## src/rtl/ptw_arbiter_nway.sv

```systemverilog
// ptw_arbiter_nway
// Merges NUM_MASTERS page-table-walk request ports onto one DCache PTW slave
// port. An owner is locked from grant until the DCache ack, so exactly one
// walk is outstanding. Grant and response both pass through with 0 cycles of
// added latency. Priority is fixed (lowest index wins) or round-robin.
//
// Optional feature macro: PTW_ARB_PERF_EN adds per-master saturating grant
// counters and the grant_cnt_o port.
//
// Ports
//   clk, rst     clock; asynchronous active-high reset
//   m_req_i      per-master request level, held until that master's ack
//   m_addr_i     packed per-master address, master i at [i*ADDR_W +: ADDR_W]
//   m_data_o     response data broadcast to all masters (= s_data_i)
//   m_ack_o      one-hot ack pulse to the owning master
//   s_req_o      request to DCache
//   s_addr_o     address to DCache
//   s_data_i     DCache response data, valid with s_ack_i
//   s_ack_i      DCache ack pulse
//   busy_o       1 while an owner is locked
//   owner_o      index of current/last owner
//   grant_cnt_o  packed per-master grant counters (PTW_ARB_PERF_EN only)
//
// States
//   IDLE | no owner; arbitrate among requests, grant in the same cycle
//   BUSY | owner locked; forward owner request until DCache acks
module ptw_arbiter_nway #(
  parameter int NUM_MASTERS = 2,
  parameter int ADDR_W      = 32,
  parameter int DATA_W      = 32,
  parameter int RR_EN       = 1,
  parameter int CNT_W       = 16
) (
  input  logic                              clk,
  input  logic                              rst,
  input  logic [NUM_MASTERS-1:0]            m_req_i,
  input  logic [NUM_MASTERS*ADDR_W-1:0]     m_addr_i,
  output logic [DATA_W-1:0]                 m_data_o,
  output logic [NUM_MASTERS-1:0]            m_ack_o,
  output logic                              s_req_o,
  output logic [ADDR_W-1:0]                 s_addr_o,
  input  logic [DATA_W-1:0]                 s_data_i,
  input  logic                              s_ack_i,
  output logic                              busy_o,
  output logic [$clog2(NUM_MASTERS)-1:0]    owner_o
`ifdef PTW_ARB_PERF_EN
  ,
  output logic [NUM_MASTERS*CNT_W-1:0]      grant_cnt_o
`endif
);

  localparam int OW = $clog2(NUM_MASTERS);

  typedef enum logic {
    ST_IDLE = 1'b0,
    ST_BUSY = 1'b1
  } state_e;

  state_e        state_q, state_d;
  logic [OW-1:0] owner_q, owner_d;
  logic [OW-1:0] rr_ptr_q, rr_ptr_d;
  logic [OW-1:0] winner;
  logic [OW-1:0] sel;
  logic          any_req;
  logic          found;
  int            idx;

  assign any_req = |m_req_i;

  // Winner search. Round-robin starts one past the last winner and wraps;
  // fixed priority simply scans from index 0.
  always_comb begin
    winner = '0;
    found  = 1'b0;
    idx    = 0;
    for (int i = 0; i < NUM_MASTERS; i++) begin
      if (RR_EN != 0) idx = (int'(rr_ptr_q) + 1 + i) % NUM_MASTERS;
      else            idx = i;
      if (!found && m_req_i[idx[OW-1:0]]) begin
        found  = 1'b1;
        winner = idx[OW-1:0];
      end
    end
  end

  // In IDLE the combinational winner drives the slave port directly so the
  // grant costs no cycle; in BUSY the locked owner does.
  assign sel = (state_q == ST_IDLE) ? winner : owner_q;

  always_comb begin
    s_addr_o = '0;
    for (int i = 0; i < NUM_MASTERS; i++) begin
      if (sel == OW'(i)) s_addr_o = m_addr_i[i*ADDR_W +: ADDR_W];
    end
  end

  assign s_req_o  = (state_q == ST_IDLE) ? any_req : m_req_i[owner_q];
  assign m_data_o = s_data_i;

  // Acks arriving in IDLE have no owner and are dropped.
  always_comb begin
    m_ack_o = '0;
    for (int i = 0; i < NUM_MASTERS; i++) begin
      m_ack_o[i] = (state_q == ST_BUSY) && (owner_q == OW'(i)) && s_ack_i;
    end
  end

  always_comb begin
    state_d  = state_q;
    owner_d  = owner_q;
    rr_ptr_d = rr_ptr_q;
    case (state_q)
      ST_IDLE: begin
        if (any_req) begin
          state_d  = ST_BUSY;
          owner_d  = winner;
          rr_ptr_d = winner;
        end
      end
      ST_BUSY: begin
        if (s_ack_i) state_d = ST_IDLE;
      end
      default: state_d = ST_IDLE;
    endcase
  end

  always_ff @(posedge clk or posedge rst) begin
    if (rst) begin
      state_q  <= ST_IDLE;
      owner_q  <= '0;
      rr_ptr_q <= '0;
    end else begin
      state_q  <= state_d;
      owner_q  <= owner_d;
      rr_ptr_q <= rr_ptr_d;
    end
  end

  assign busy_o  = (state_q == ST_BUSY);
  assign owner_o = owner_q;

`ifdef PTW_ARB_PERF_EN
  logic [NUM_MASTERS-1:0][CNT_W-1:0] cnt_q, cnt_d;

  always_comb begin
    cnt_d = cnt_q;
    for (int i = 0; i < NUM_MASTERS; i++) begin
      if ((state_q == ST_IDLE) && any_req && (winner == OW'(i)) &&
          (cnt_q[i] != {CNT_W{1'b1}}))
        cnt_d[i] = cnt_q[i] + 1'b1;
    end
  end

  always_ff @(posedge clk or posedge rst) begin
    if (rst) cnt_q <= '0;
    else     cnt_q <= cnt_d;
  end

  assign grant_cnt_o = cnt_q;
`endif

`ifndef SYNTHESIS
  // A master may not withdraw its request before its own ack.
  a_no_abort: assert property (@(posedge clk) disable iff (rst)
    (state_q == ST_BUSY) |-> m_req_i[owner_q]);
`endif

endmodule

```

## config.mk

```make
export PLATFORM = sky130hd
export DESIGN_NAME = ptw_arbiter_nway
export DESIGN_NICKNAME = d
export VERILOG_FILES = /design/src/rtl/ptw_arbiter_nway.sv
export SDC_FILE = /design/constraint.sdc
export NUM_CORES = 1
export LEC_CHECK = 0
export CORE_UTILIZATION = 32
export CTS_BUF_LIST = sky130_fd_sc_hd__clkbuf_4
export DETAILED_ROUTE_END_ITERATION = 8
export GPL_ROUTABILITY_DRIVEN = 0
export PLACE_DENSITY_LB_ADDON = 0.08
export SKIP_LAST_GASP = 1
export SLEW_MARGIN = 5
export SYNTH_ARGS = -nofsm -noshare
export SYNTH_HDL_FRONTEND = slang
export SYNTH_SLANG_ARGS = --single-unit
```

## constraint.sdc

```tcl
create_clock -name clk -period 3.5 [get_ports clk]
set_clock_uncertainty 0.1 [all_clocks]
set_input_delay 0.525 -clock clk [delete_from_list [all_inputs] [get_ports clk]]
set_output_delay 0.525 -clock clk [all_outputs]
set_load 0.005 [all_outputs]
```

==> images/cell_classes.png <==
(6 px per um) Fill, decap, tap and diode cells in gray.
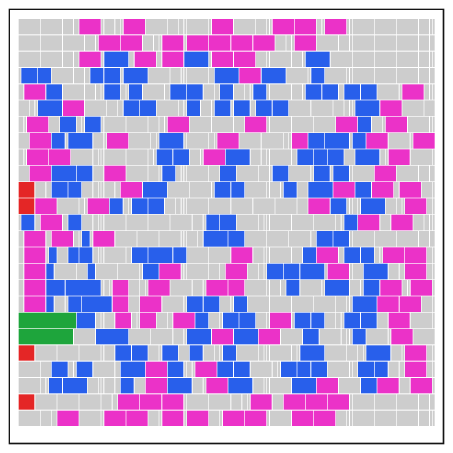
color	class	cells
blue	all other logic	143
green	flops	2
red	clock drivers and dummy loads	4
magenta	other buffers and delay cells	111

==> images/zoom.png <==
Region (44, 44) to (64, 64) um. Cells in gray, sequential cells in the stronger gray; small squares are vias.
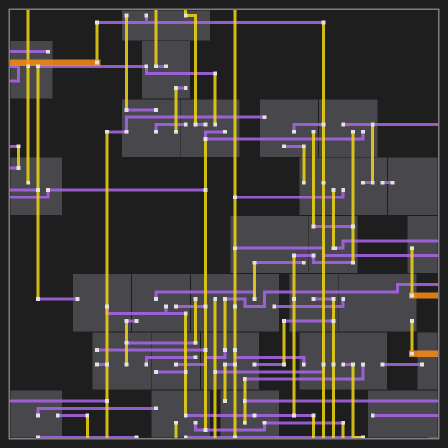
color	layer
purple	met1
yellow	met2
orange	met3
cells with their middle in the window	24
sequential cells in the window	0
most frequent	nor3b_1 (6), o21bai_1 (5)

==> images/pdn.png <==
(4 px per um) Pins as bars on the die edge.
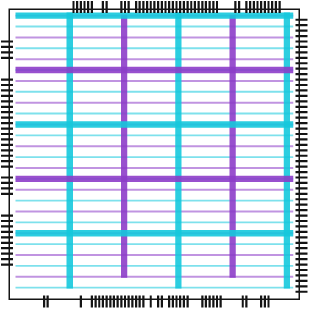
color	net
cyan	VSS
purple	VDD
met1 rails	26
rows	25
signal pins	170
met4 straps	5
met5 straps	5

==> reports/README.md <==
| Parameter | Reported | Unit |
| --- | --- | --- |
| Result of the run | complete, no violations | - |
| Clkbuf count | 4 | - |
| Cell at the root of the clock tree | sky130_fd_sc_hd__clkbuf_4 | - |
| Power share of the clock group | 8.0 | % |
| Pint | 0.0005485 | W |
| Reg clk slew, reported paths | 0.04 | ns |
| Met3 layer wire length in the routed design | 423 | um |
| Count of placed standard cells including taps | 323 | - |
| Global-route wire length before repair | 7590 | um |
| Count of unique library cells instantiated by Yosys | 23 | - |
| # H-tree levels | 1 | - |
| Endpoint of the worst register-to-register path | owner_o | - |
| Global routing met1 resource utilization | 22.15 | % |
| Most frequently used flop master after synthesis | sky130_fd_sc_hd__dfrtp_1 | - |
| Worst r2r src | busy_o | - |
| Switch share | 34.87 | % |
| Buf+Inv Stages, Crit Path | 2 | - |
| Cell count after synthesis | 199 | - |
| Setup crit end | s_addr_o[21] | - |
| Peak supply drop | 0.3177 | mV |
| Max-cap violations | 0 | - |
| Library cell contributing the largest single delay on the critical path | sky130_fd_sc_hd__dfrtp_2 | - |
| Main logic family | AND-OR/OR-AND gates | - |
| P&R area growth vs syn | 53.34 | % |
| Worst slew margin relative to its limit | 54.06 | % |
| # Post-CTS Setup Buffers | 0 | - |
| Boundary Pins | 170 | - |
| Number of enable flip-flop cells | 0 | - |
| Depth of the worst register-to-register path | 3 | - |
| Met2 Usage GRT | 31.78 | % |
| Total of cells resized after clock tree synthesis | 0 | - |
| Most frequent standard cell in the layout excluding fill and tap cells | sky130_fd_sc_hd__clkdlybuf4s50_1 | - |
| DRC Markers | 0 | - |
| Iteration tally of the first detailed-router pass | 4 | - |
| Antenna Violating Nets Remaining | 0 | - |
| Total wire length after detailed routing | 5022 | um |
| Power Clock | 0.0000676 | W |
| Chip Area, Yosys | 0.001574 | mm2 |
| Post-placement setup slack | 0.5566 | ns |
| Complex-gate fraction of the synthesized area | 41.97 | % |
| Power Combinational | 0.000716 | W |
| Kind of cell with the highest combined delay on the critical path | buffers and inverters | - |
| Crit end category | output pin | - |
| Avg Cell Area, Syn | 7.910 | um2 |
| Main power-consuming group | combinational logic | - |
| Relative area of clock buffers and inverters in the final design | 1.244 | % |
| Combinational Power Share | 85.1 | % |
| Portion of total power attributed to sequential cells | 6.9 | % |
| Cell type with the highest aggregate area in the netlist | sky130_fd_sc_hd__o221a_1 | - |
| Post-synthesis sequential area ratio | 3.180 | % |
| Number of signal-net buffers in the layout | 111 | - |
| Worst Path Arrival | 2.37 | ns |
| Logic share of the area | 47.43 | % |
| Number of I/O port buffers | 105 | - |
| Clock buffers created by TritonCTS | 3 | - |
| Number of logged tool warnings | 26 | - |
| Hold_ws | 0.3347 | ns |
| Number of failing hold endpoints at the final stage | 0 | - |
| Startpoint type of the worst setup path | flip-flop | - |
| Highest metal layer with signal wires | met4 | - |
| Synth mux share | 0 | % |
| Detail Placement HPWL | 3571 | um |
| Number of sinks on the clock net | 2 | - |
| Commonest cells in the synthesized netlist | sky130_fd_sc_hd__buf_4 (36), sky130_fd_sc_hd__nor2b_1 (32), sky130_fd_sc_hd__nor3b_1 (32), sky130_fd_sc_hd__o21bai_1 (32), sky130_fd_sc_hd__o221a_1 (30) | - |
| Final setup fails | 0 | - |
| Dominant logic cell types in the final layout | sky130_fd_sc_hd__clkdlybuf4s50_1 (105), sky130_fd_sc_hd__nor2b_1 (32), sky130_fd_sc_hd__nor3b_1 (32), sky130_fd_sc_hd__o21bai_1 (32), sky130_fd_sc_hd__o221a_1 (30) | - |
| Warning count from the yosys run | 0 | - |
| Peak clock frequency supported by timing | 334.0 | MHz |
| Cell count in the Yosys report | 199 | - |
| Beginning of the critical path | busy_o | - |
| Synth async-reset ratio | 100.0 | % |
| Cell Pwr Density | 348.9 | mW/mm2 |
| Post-CTS Hold Buffers | 0 | - |
| Tapcell Cnt | 67 | - |
| Routing usage on met3 | 3.472 | % |
| Worst-path cell chain | buf_4 > nor3b_1 > o21bai_1 > o221a_1 > clkdlybuf4s50_1 | - |
| Width of the chip | 72.14 | um |
| Antenna fix cells | 0 | - |
| Latency at later pin | 0.24 | ns |
| Logic area | 0.001145 | mm2 |
| Total Die Area | 0.005203 | mm2 |
| Init Core Util | 33.32 | % |
| Leakage power | 0.8800 | nW |
| GR Overflow Total | 0 | - |
| Busiest grt layer | met2 | - |
| Post-Synthesis Cell Area | 0.001574 | mm2 |
| Final TNS setup | 0 | ns |
| Fill cells | 455 | - |
| Final net count | 362 | - |
| Sw power | 0.0002936 | W |
| Placement-stage cell area | 0.002384 | mm2 |
| Gr usage total | 17.94 | % |
| Area of the core region | 0.004723 | mm2 |
| Top cells by area, synth | sky130_fd_sc_hd__o221a_1 (21%), sky130_fd_sc_hd__buf_4 (17%), sky130_fd_sc_hd__nor3b_1 (15%) | - |
Power figures rest on the tool's default switching activity, not on a simulated workload.
